$ cat config.mk
export PLATFORM = sky130hd
export DESIGN_NAME = x9_mc_sequencer
export DESIGN_NICKNAME = d
export VERILOG_FILES = /design/src/rtl/x9_mc_sequencer_pkg.sv /design/src/rtl/x9_mc_sequencer_sat_counter.sv /design/src/rtl/x9_mc_sequencer.sv
export SDC_FILE = /design/constraint.sdc
export NUM_CORES = 1
export LEC_CHECK = 0
export ABC_CLOCK_PERIOD_IN_PS = 2029
export CORE_MARGIN = 2
export CORE_UTILIZATION = 30
export DETAILED_ROUTE_END_ITERATION = 10
export SKIP_CTS_REPAIR_TIMING = 1
export SYNTH_ARGS = -nofsm -noshare
export SYNTH_HDL_FRONTEND = slang
export SYNTH_SLANG_ARGS = --single-unit
$ cat constraint.sdc
create_clock -name clk -period 2.03 [get_ports clk]
set_input_delay 0.203 -clock clk [delete_from_list [all_inputs] [get_ports clk]]
set_output_delay 0.203 -clock clk [all_outputs]
set_load 0.1 [all_outputs]
$ cat src/rtl/x9_mc_sequencer_pkg.sv
// Shared encodings for the x9 multi-cycle control path: opcodes, funct codes and sequencer states.
package x9_ctrl_def;

    typedef enum logic [2:0] {
        I_LW  = 3'b000,
        I_SW  = 3'b001,
        I_SET = 3'b010,
        R_ADD = 3'b011,
        R_SHF = 3'b100,
        R_NEG = 3'b101,
        B_BEQ = 3'b110,
        M_MOV = 3'b111
    } opcode_t;

    // funct codes overlap across opcodes; the opcode selects the meaning
    localparam logic [1:0] FUN_BEQ  = 2'b00;
    localparam logic [1:0] FUN_BNE  = 2'b01;
    localparam logic [1:0] FUN_BGT  = 2'b10;
    localparam logic [1:0] FUN_BLT  = 2'b11;
    localparam logic [1:0] FUN_LWR  = 2'b11;
    localparam logic [1:0] FUN_HALT = 2'b11;

    typedef enum logic [2:0] {
        FETCH = 3'd0,
        EXEC  = 3'd1,
        MEM   = 3'd2,
        WB    = 3'd3,
        HALT  = 3'd4
    } seq_state_t;

endpackage

$ cat src/rtl/x9_mc_sequencer_sat_counter.sv
// Up-counter that clears on start and sticks at all-ones instead of wrapping.
module sat_counter #(
    parameter int W = 32
) (
    input  logic         clk,
    input  logic         start,
    input  logic         en,
    output logic [W-1:0] q
);

    logic [W-1:0] r_q;

    always_ff @(posedge clk) begin
        if (start) begin
            r_q <= '0;
        end else if (en && (r_q != '1)) begin
            r_q <= r_q + W'(1);
        end
    end

    assign q = r_q;

endmodule

$ cat src/rtl/x9_mc_sequencer.sv
// Multi-cycle control sequencer for the x9 ISA: PC, instruction register, FSM,
// data-memory handshake with wait-state timeout, and saturating activity counters.
//
// state | meaning
// FETCH | latch instruction from ROM
// EXEC  | decode; resolve branches, dispatch to MEM or WB
// MEM   | hold mem_req until mem_ack or wait budget exhausted
// WB    | register-file write strobe, advance PC
// HALT  | frozen until start
module x9_mc_sequencer
    import x9_ctrl_def::*;
#(
    parameter int PC_W     = 16,
    parameter int IW       = 9,
    parameter int CNT_W    = 32,
    parameter int MAX_WAIT = 15,
    parameter int RESET_PC = 0
) (
    input  logic             clk,
    input  logic             start,
    output logic [PC_W-1:0]  inst_addr,
    input  logic [IW-1:0]    inst_in,
    output logic [IW-1:0]    ir,
    input  logic             alu_zero,
    input  logic             alu_lsb,
    input  logic [PC_W-1:0]  branch_target,
    output logic             mem_req,
    output logic             mem_we,
    input  logic             mem_ack,
    output logic             reg_we,
    output logic             halt,
    output logic             mem_timeout,
    output logic [CNT_W-1:0] cycle_ct,
    output logic [CNT_W-1:0] instr_ct
);

    localparam int WW = $clog2(MAX_WAIT + 1);

    seq_state_t      r_state;
    seq_state_t      w_state_nxt;
    logic [PC_W-1:0] r_pc;
    logic [PC_W-1:0] w_pc_nxt;
    logic [PC_W-1:0] w_pc_inc;
    logic [IW-1:0]   r_ir;
    logic [WW-1:0]   r_wait;
    logic            r_timeout;
    logic            w_timeout;
    logic            w_retire;
    logic            w_taken;
    logic            w_cycle_en;
    opcode_t         w_op;
    logic [1:0]      w_funct;

    assign w_op     = opcode_t'(r_ir[IW-1:IW-3]);
    assign w_funct  = r_ir[1:0];
    assign w_pc_inc = r_pc + PC_W'(1);

    always_comb begin
        case (w_funct)
            FUN_BEQ: w_taken = alu_zero;
            FUN_BNE: w_taken = ~alu_zero;
            default: w_taken = alu_lsb;
        endcase
    end

    always_comb begin
        w_state_nxt = r_state;
        w_pc_nxt    = r_pc;
        w_retire    = 1'b0;
        w_timeout   = 1'b0;
        case (r_state)
            FETCH: w_state_nxt = EXEC;
            EXEC: begin
                case (w_op)
                    B_BEQ: begin
                        w_pc_nxt    = w_taken ? branch_target : w_pc_inc;
                        w_retire    = 1'b1;
                        w_state_nxt = FETCH;
                    end
                    R_NEG: begin
                        if (w_funct == FUN_HALT) begin
                            w_retire    = 1'b1;
                            w_state_nxt = HALT;
                        end else begin
                            w_state_nxt = WB;
                        end
                    end
                    I_LW, I_SW: w_state_nxt = MEM;
                    R_ADD:      w_state_nxt = (w_funct == FUN_LWR) ? MEM : WB;
                    default:    w_state_nxt = WB;
                endcase
            end
            MEM: begin
                // an ack in the last allowed cycle takes priority over the timeout
                if (mem_ack) begin
                    if (w_op == I_SW) begin
                        w_pc_nxt    = w_pc_inc;
                        w_retire    = 1'b1;
                        w_state_nxt = FETCH;
                    end else begin
                        w_state_nxt = WB;
                    end
                end else if (r_wait == '0) begin
                    w_timeout   = 1'b1;
                    w_state_nxt = HALT;
                end
            end
            WB: begin
                w_pc_nxt    = w_pc_inc;
                w_retire    = 1'b1;
                w_state_nxt = FETCH;
            end
            HALT:    w_state_nxt = HALT;
            default: w_state_nxt = FETCH;
        endcase
    end

    always_ff @(posedge clk) begin
        if (start) begin
            r_state   <= FETCH;
            r_pc      <= PC_W'(RESET_PC);
            r_ir      <= '0;
            r_wait    <= '0;
            r_timeout <= 1'b0;
        end else begin
            r_state <= w_state_nxt;
            r_pc    <= w_pc_nxt;
            if (r_state == FETCH) begin
                r_ir <= inst_in;
            end
            // down-counter of remaining MEM cycles; zero marks the final one
            if (r_state == EXEC) begin
                r_wait <= WW'(MAX_WAIT - 1);
            end else if ((r_state == MEM) && (r_wait != '0)) begin
                r_wait <= r_wait - WW'(1);
            end
            if (w_timeout) begin
                r_timeout <= 1'b1;
            end
        end
    end

    // the cycle that moves into HALT is not counted as an active cycle
    assign w_cycle_en = (r_state != HALT) && (w_state_nxt != HALT);

    sat_counter #(.W(CNT_W)) u_cycle_ct (
        .clk   (clk),
        .start (start),
        .en    (w_cycle_en),
        .q     (cycle_ct)
    );

    sat_counter #(.W(CNT_W)) u_instr_ct (
        .clk   (clk),
        .start (start),
        .en    (w_retire),
        .q     (instr_ct)
    );

    assign inst_addr   = r_pc;
    assign ir          = r_ir;
    assign mem_req     = (r_state == MEM);
    assign mem_we      = (r_state == MEM) && (w_op == I_SW);
    assign reg_we      = (r_state == WB);
    assign halt        = (r_state == HALT);
    assign mem_timeout = r_timeout;

endmodule

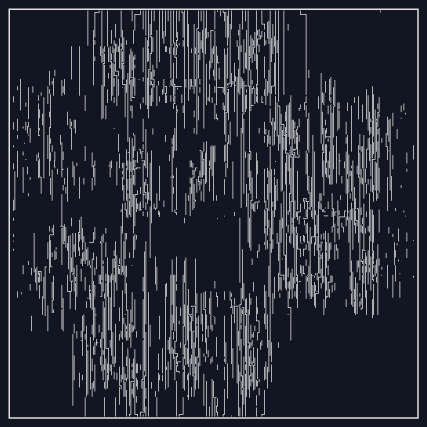
(M2 wires)
Drawn at 3 px/um.
The layer holds 50% of the routed length. The wires run mostly vertical. The longest straight run is 41.3 um.

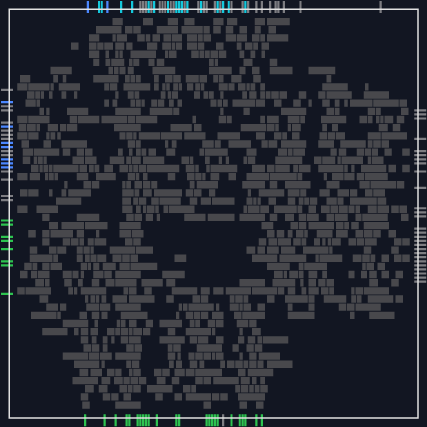
(pin placement)
Drawn at 3 px/um. Pins as bars across the die edge, other pins in gray.
Cyan marks `branch_target`, pins 16, direction input, edge top. Blue marks `ir`, pins 9, direction output, edge 7 left, 2 top. Green marks `instr_ct`, pins 32, direction output, edge 24 bottom, 8 left.
All pins by edge: 44 top, 28 left, 27 right, 25 bottom.

==> impl_metrics.json <==
{
  "total_power_mw": 5.42,
  "drv_slew": 0,
  "worstHoldStart": "inst_in[6]",
  "min_period_ns": 2.20,
  "die-area_um2": 18400,
  "placed_area_um2": 7310,
  "max_slew.worst_pin.slew_ns": 0.574,
  "synth_nets": 675,
  "finClkSkew_ns": 0.00537,
  "ys_seq_elements": 97,
  "r2r_end": "u_cycle_ct.q[31]",
  "tritoncts": "yes",
  "met3WireLength_um": 598,
  "core_area_um2": 17100,
  "crit_path_start_kind": "flop",
  "cts_buffer_depth": 2,
  "n_fill_cell": 1585,
  "synth_top_cell_by_area": "dfxtp_1",
  "synth_warnings": 0,
  "ys_seq_share_pct": 37.3,
  "comb_share_pct": 42.4,
  "fin_ws_ns": -0.175,
  "flop_area_um2": 2200,
  "htreeDepth": 3,
  "clock_latency_ns": 0.35,
  "timing.reg2reg.setup_slack_ns": -0.17,
  "clk_share_pct": 3.79,
  "met2_usage_pct": 29.7,
  "final.period_utilization_pct": 109,
  "async_flop_share_pct": 0,
  "grt_pass1_wl_um": 26100,
  "gp_congestion": 0.830,
  "seq_share_pct": 27.0,
  "violations": "negative setup slack",
  "hpwl_um": 11600,
  "grt_antenna_before_repair": 0,
  "drc_errors": 0,
  "rsz0062_at_grt": "true",
  "cts_buffers": 9,
  "dp_cells": 1018,
  "grt_pass1_vias": 5395,
  "layout.area.comb_um2": 3460,
  "r2r_start": "r_wait[0]",
  "p_per_area_nw_per_um2": 665,
  "syn_inst": 641,
  "routed-wl-met2_um": 8600,
  "grtUsageMet3_pct": 2.28,
  "worstSetupStartpoint": "r_wait[0]",
  "wl_met1_um": 7810,
  "yosysChipArea_um2": 5210,
  "syn2layout_area_growth_pct": 56.6,
  "final_util_pct": 47.7,
  "totalWireLength_um": 17300,
  "grtUsageTotal_pct": 17.3,
  "crit_cells": 9,
  "outcome": "finished, violations left",
  "dp_slack_ns": -0.304,
  "clock_buffers": 14,
  "crit_buf_inv": 3,
  "required_ns": 2.27,
  "dr.pass1.iters": 4,
  "n_antenna_cell": 0,
  "final-nonclk-buf-share_pct": 22.8,
  "mostFrequentLayoutCell": "buf_4",
  "wl_per_cell_um": 16.4,
  "synth.most_common_cell": "dfxtp_1",
  "avgSynthCellArea_um2": 8.13,
  "ys_types": 64,
  "critPathCaptureType": "flop",
  "top_area_share_pct": 37.3,
  "cts.clk_slew.worst_paths_ns": 0.06,
  "grtUsageMet1_pct": 22.2,
  "largest_class": "combinational gates",
  "numClockSinks": 97,
  "die_h_um": 136,
  "drive_gt1_share_pct": 44.0,
  "tns_ns": -2.41,
  "synth-main-ff-cell": "dfxtp_1",
  "fin_cells": 1055,
  "setup_viol": 26,
  "postRouteAntennaNets": 0,
  "ys_top_cells_by_count": "97 x dfxtp_1, 78 x a21oi_1, 58 x nand2_1"
}
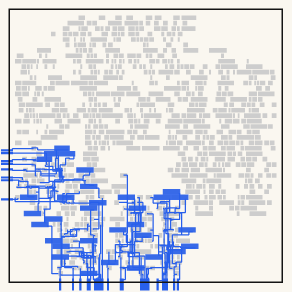
(port wiring)
Drawn at 2 px/um.
Blue marks `instr_ct`, bits 32, direction output, end cells 32, buffers 39, wire 1750 um.
I/O pin count: 124
port bufs: 123

## worst register-to-register path, delay by kind of cell, from the launching register on
kind                       cells  cell delay [ns]
adders and majority gates      1             0.15
DFF                            1             0.34
AOI/OAI and AO/OA              3             0.70
and+or+nand+nor                2             0.53
buffers and inverters          3             0.37
## cells by family after synthesis
| logic type | count (synthesis) | share of synthesized area [%] |
|---|---|---|
| adders and majority gates | 4 | 0.961 |
| AOI/OAI and AO/OA | 207 | 25.2 |
| buffers and inverters | 49 | 3.87 |
| muxes | 8 | 1.68 |
| and+or+nand+nor | 274 | 30.7 |
| DFF | 97 | 37.3 |
| xor gates and xnor gates | 2 | 0.336 |
## power by group
part,switching (mW),internal [mW]
clock network,0.750,1.06
logic,1.02,0.589
registers,0.0873,1.92
total,1.86,3.57
Power is estimated from default activity; no workload was simulated.
